### Track usage over the die

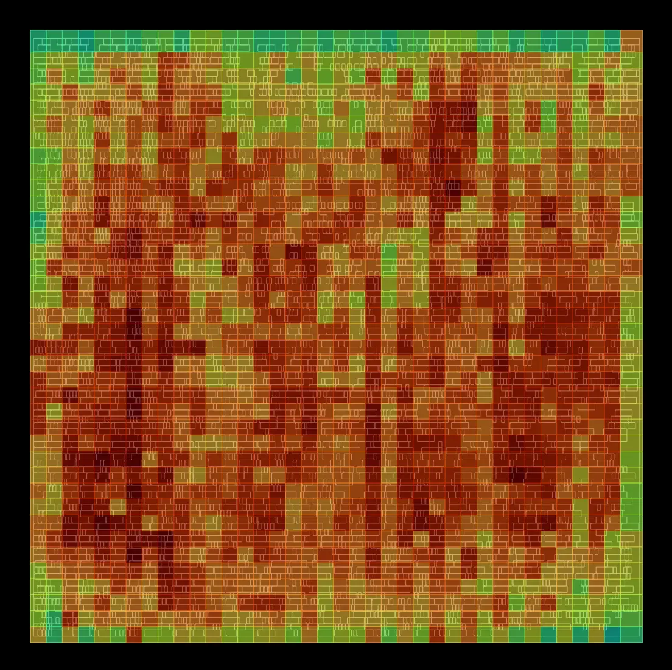
### Clock network drawn from the DEF

Scale: 2 px per micron.
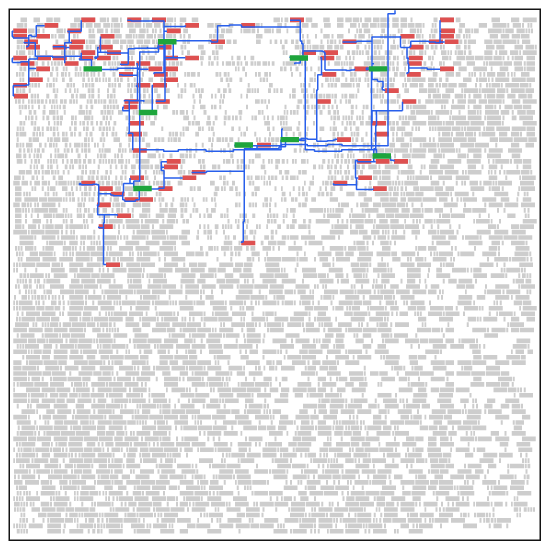
### Placement density heat map

Scale: 1 px per micron. 26 x 26 tiles, from white (low) to dark blue (high), 0 to 100% covered.
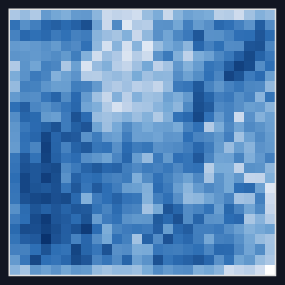
### Metal 4

Scale: 1.5 px per micron.
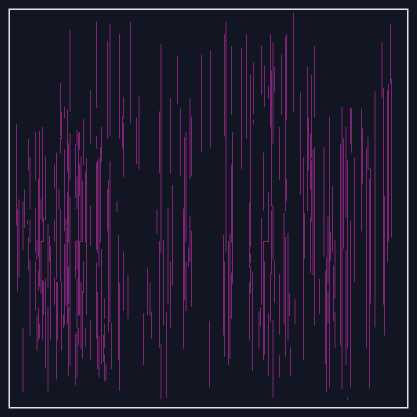
==> config.mk <==
export PLATFORM = sky130hd
export DESIGN_NAME = pcg_stream
export DESIGN_NICKNAME = d
export VERILOG_FILES = /design/src/rtl/pcg_pkg.sv /design/src/rtl/pcg_xshrr.sv /design/src/rtl/pcg_stream.sv
export SDC_FILE = /design/constraint.sdc
export NUM_CORES = 2
export LEC_CHECK = 0
export ABC_AREA = 1
export CAP_MARGIN = 20
export CORE_UTILIZATION = 60
export DETAILED_ROUTE_END_ITERATION = 10
export PLACE_DENSITY = 0.78
export SETUP_SLACK_MARGIN = 0.1
export SLEW_MARGIN = 10
export SYNTH_ARGS = -nofsm -noshare
export SYNTH_HDL_FRONTEND = slang
export SYNTH_SLANG_ARGS = --single-unit
==> constraint.sdc <==
create_clock -name clk -period 16.3 [get_ports clk]
set_input_delay 2.445 -clock clk [delete_from_list [all_inputs] [get_ports clk]]
set_output_delay 2.445 -clock clk [all_outputs]
set_load 0.02 [all_outputs]
==> src/rtl/pcg_pkg.sv <==
// Shared PCG constants and XSH-RR geometry helpers.
// Used by pcg_stream and pcg_xshrr.
package pcg_pkg;

    localparam logic [63:0]  PCG_MULT_64  = 64'h5851F42D4C957F2D;
    localparam logic [63:0]  PCG_INC_64   = 64'h14057B7EF767814F;
    localparam logic [127:0] PCG_MULT_128 = 128'h2360ED051FC65DA44385DF649FCCF645;
    localparam logic [127:0] PCG_INC_128  = 128'h5851F42D4C957F2D14057B7EF767814F;

    // Number of top state bits that select the output rotation.
    function automatic int unsigned pcg_rot_bits(input int unsigned out_w);
        return $clog2(out_w);
    endfunction

    function automatic int unsigned pcg_xshift(input int unsigned out_w);
        return (pcg_rot_bits(out_w) + out_w) / 2;
    endfunction

endpackage

==> src/rtl/pcg_xshrr.sv <==
// Combinational XSH-RR output permutation of a PCG state word.
// Parametrised on state width and output width.
module pcg_xshrr
    import pcg_pkg::*;
#(
    parameter int unsigned STATE_W = 64,
    parameter int unsigned OUT_W   = 32
) (
    input  logic [STATE_W-1:0] state_i,
    output logic [OUT_W-1:0]   perm_o
);

    localparam int unsigned ROT_BITS = pcg_rot_bits(OUT_W);
    localparam int unsigned XSHIFT   = pcg_xshift(OUT_W);
    localparam int unsigned TSHIFT   = STATE_W - OUT_W - ROT_BITS;

    logic [ROT_BITS-1:0] rot;
    logic [OUT_W-1:0]    x;
    logic [2*OUT_W-1:0]  x_dbl;

    assign rot   = state_i[STATE_W-1 -: ROT_BITS];
    assign x     = OUT_W'(((state_i >> XSHIFT) ^ state_i) >> TSHIFT);
    // Rotate right by shifting a doubled copy; the low half holds the result.
    assign x_dbl = {x, x} >> rot;
    assign perm_o = x_dbl[OUT_W-1:0];

endmodule

==> src/rtl/pcg_stream.sv <==
// PCG random word stream with valid/ready output handshake and reseed.
// Optional accepted-word counter enabled by defining PCG_STREAM_COUNT_EN.
module pcg_stream
    import pcg_pkg::*;
#(
    parameter int unsigned  STATE_W      = 64,
    parameter int unsigned  OUT_W        = 32,
    parameter logic [127:0] MULT         = {64'h0, PCG_MULT_64},
    parameter logic [127:0] INC          = {64'h0, PCG_INC_64},
    parameter logic [127:0] SEED_DEFAULT = '0
) (
    input  logic               clk,
    input  logic               rst,
    input  logic               en,
    input  logic               seed_load,
    input  logic [STATE_W-1:0] seed_in,
    input  logic               out_ready,
    output logic               out_valid,
    output logic [OUT_W-1:0]   out_data
`ifdef PCG_STREAM_COUNT_EN
    ,
    output logic [63:0]        gen_count
`endif
);

    localparam logic [STATE_W-1:0] MULT_S = MULT[STATE_W-1:0];
    localparam logic [STATE_W-1:0] INC_S  = INC[STATE_W-1:0] | {{(STATE_W-1){1'b0}}, 1'b1};
    localparam logic [STATE_W-1:0] SEED_S = SEED_DEFAULT[STATE_W-1:0];

    logic [STATE_W-1:0] state_q, state_d;
    logic               out_valid_q, out_valid_d;
    logic [OUT_W-1:0]   out_data_q, out_data_d;
    logic [OUT_W-1:0]   perm;
    logic               adv;

    pcg_xshrr #(
        .STATE_W (STATE_W),
        .OUT_W   (OUT_W)
    ) u_xshrr (
        .state_i (state_q),
        .perm_o  (perm)
    );

    assign adv = en & ~seed_load & (~out_valid_q | out_ready);

    always_comb begin
        state_d     = state_q;
        out_valid_d = out_valid_q;
        out_data_d  = out_data_q;
        if (seed_load) begin
            state_d     = seed_in;
            out_valid_d = 1'b0;
        end else if (adv) begin
            out_data_d  = perm;
            out_valid_d = 1'b1;
            state_d     = state_q * MULT_S + INC_S;
        end
    end

    always_ff @(posedge clk) begin
        if (rst) begin
            state_q     <= SEED_S;
            out_valid_q <= 1'b0;
            out_data_q  <= '0;
        end else begin
            state_q     <= state_d;
            out_valid_q <= out_valid_d;
            out_data_q  <= out_data_d;
        end
    end

    assign out_valid = out_valid_q;
    assign out_data  = out_data_q;

`ifdef PCG_STREAM_COUNT_EN
    logic [63:0] count_q, count_d;

    always_comb begin
        count_d = count_q;
        if (seed_load) begin
            count_d = '0;
        end else if (out_valid_q & out_ready) begin
            count_d = count_q + 64'd1;
        end
    end

    always_ff @(posedge clk) begin
        if (rst) begin
            count_q <= '0;
        end else begin
            count_q <= count_d;
        end
    end

    assign gen_count = count_q;
`endif

endmodule

==> reports/qor.txt <==
CTS H-tree lvls: 3
Type of origin of the critical path: flip-flop
Mux cell area share: 0.314%
Largest net degree at the start of global routing: 73
Cells after DPL: 5,665
Crit Path Class: flip-flop to flip-flop
Layout cell share with drive strength beyond 1: 2.62%
Avg Synthesized Cell Area: 8.80 sq um
DIE WIDTH: 265 microns
Final hold violations: 0
Synth Seq Share: 4.69%
Max-cap viol count: 0
Top-Level Pins: 102
Clk_lat worst skew: 390 ps
Port Buf Inserts: 101
Simple-Gate Fraction of Synth Area: 9.82%
Worst path top cell family by delay: adder cells
YS chip area: 41,400 sq um
Top FF cell, synth: dfxtp_1
Final setup viols: 0
Via/cell ratio: 5.77
WL final: 156,000 microns
Synth Cell Area: 41,400 sq um
CP peak stage delay: 1000 ps
Non-Filler Instances: 5,682
CTS tree: built
CTS resizes: 0
CP max-delay cell: dfxtp_1
Ys cells: 4,709
Slew Limit Headroom: 24.5%
WHS: 466 ps
FILL cells: 5,785
Final TNS setup: 0 ps
Most numerous cell in the Yosys netlist: inv_1
GRT Overall Usage: 46.1%
Site Rows: 95
Crit path DAT: 9860 ps
Status: completed
Distinct lib cells used: 52
DRT iter0 DRCs: 3,151
Asr flop ratio synth: 0%
Cell taking the most area after synthesis: fa_1
Tool warnings: 30
Fmax: 104 MHz
Cts bufs inserted: 9
CP max FO: 13
Global route overflow: 0
Yosys Warn Count: 0
Antenna viol nets, final: 0
Post-synthesis compound-gate area fraction: 6.27%
Tcrit/Tclk final: 59.0%
Cts-stage hold buffer count: 0
CTS clk-pin slew, worst paths: 90 ps
Die height: 265 microns
DRC viols: 0
Synth Register Bits: 97
P&R area growth vs syn: 6.14%
Min Clock Period, post-route: 9620 ps
Init Core Util: 61.1%
Initial antenna violation count: 2
Vias in the first global route: 34.3k
Crit. End Element: flip-flop
Top cells by count, synth: 1,448 x inv_1, 951 x fa_1, 665 x nand2_1
Routability cong.: 1.13
Top cell by count, worst path: fa_1
Iteration tally of the first detailed-router pass: 6
CTS max path bufs: 2
Die ar.: 70,100 sq um
Max-slew violations: 0
Post-synthesis cell count: 4,709
# nets final: 6,408
Setup repair bufs after CTS: 0
Final Skew: 12.5 ps
Synth area leaders: fa_1 46%, ha_1 18%, inv_1 13%, nand2_1 6.0%, dfxtp_1 4.7%
Vias: 32.8k
Adder share: 63.6%
Clock root cell: clkbuf_16
RSZ-0062 raised after global routing: no
Worst endpoint required time: 16,540 ps
Logic family by area: adder cells
Final HPWL DP: 138,000 microns
First-pass GRT wire length: 227,000 microns
Slew @ Worst Pin: 1130 ps
Sinks on Clock Net: 97
Buf/Inv on CP: 9
EDFF count, synth: 0
Area leader share: 46.0%
Syn_nets: 6,314
Hold Path Class: flip-flop to flip-flop
Xor+xnor area frac: 1.10%
## Picture notes: 'Track usage over the die'
met1 GRT Util: 58.3%
GR peak layer: met2
WL/cell: 27.4 microns

## Picture notes: 'Clock network drawn from the DEF'
Key: blue = clock wires [length 1,680 microns]; red = flip-flops [count 97]; green = clock drivers [count 9]
There are 10 routed clock nets.

## Picture notes: 'Placement density heat map'
The fullest tile reaches 99%. 0.10% of the tiles are nearly empty. 22% of the tiles are over 75% full. The emptiest ninth of the die: top middle. The mean over all tiles is 61%.
core region area: 67,800 sq um
fin util: 64.9%

## Picture notes: 'Metal 4'
The layer holds 8.1% of the routed length. The longest straight run is 188 microns. 195 nets have wire on it. The layer carries 12,600 microns of wire. The wires run mostly vertical.

-- per-stage QoR --
step           cell area, sq um  setup WS, ps
4_1_cts                   44000          6870
2_1_floorplan             41400          8450
3_5_place_dp              43600          6930
5_1_grt                   44000          6450
6_report                  44000          6680
3_3_place_gp              43600          6930
-- area by class of cell --
class / instances / area [sq um] / area share [%]
multi-input cells: 3057 / 33600 / 76.5
inverters: 1482 / 5570 / 12.7
flip-flops and latches: 97 / 1940 / 4.42
repair buffers: 156 / 1420 / 3.22
well taps: 873 / 1090 / 2.48
clock buffers: 9 / 225 / 0.512
clock inverters: 7 / 96.3 / 0.219
diodes: 1 / 2.50 / 0.00569
-- state kept, by name, summed over array words and instances (netlist names) --
signal and count:
out_valid 1, out_data 32, state_q 64
-- cells in the final DEF, fill, tap and decap left out, types with 5 or more instances in the layout --
cell type / count
o21a_1: 7
fa_1: 951
a21oi_1: 160
nand4_1: 14
nor3_1: 8
a31oi_1: 55
nand3_1: 136
o21ai_1: 40
nor4_1: 5
nor2_1: 125
buf_4: 56
mux2i_1: 13
nand3b_1: 10
clkdlybuf4s50_1: 99
xnor2_1: 25
inv_2: 32
nand2_1: 665
inv_1: 1448
clkbuf_16: 9
ha_1: 585
o21bai_1: 16
or2_1: 11
a21o_1: 12
o21ai_0: 153
dfxtp_1: 97
xor2_1: 27
-- kinds of logic (layout without fill, tap and decap cells) --
family,after synthesis,after routing
buffers and inverters,1555,1654
adders and majority gates,1536,1536
and+or+nand+nor,989,989
AOI/OAI and AO/OA,467,467
DFF,97,97
xor gates and xnor gates,52,52
muxes,13,13
other,0,1
-- metal layers --
metal	GRT usage, %	up-vias	share of wire (%)
met3	11.0	526	10
li1	-	14200	-
met4	28.5	2	8.1
met2	71.7	1832	44
met1	58.3	16300	37
met5	0	-	0.0064
-- tightest hold or removal path: stages, from the launching register on --
cell	delay (ps)
dfxtp_1	310
nand2_1	60
a21oi_1	50
-- path summary, 6_finish.rpt --
check	from	end	slack (ps)	depth (start not counted)
setup / recovery	state_q[30]	state_q[50]	6680	30
hold / removal	out_data[4]	out_data[4]	470	2
setup reg to reg	state_q[30]	state_q[50]	6680	30
hold reg to reg	out_data[4]	out_data[4]	470	2
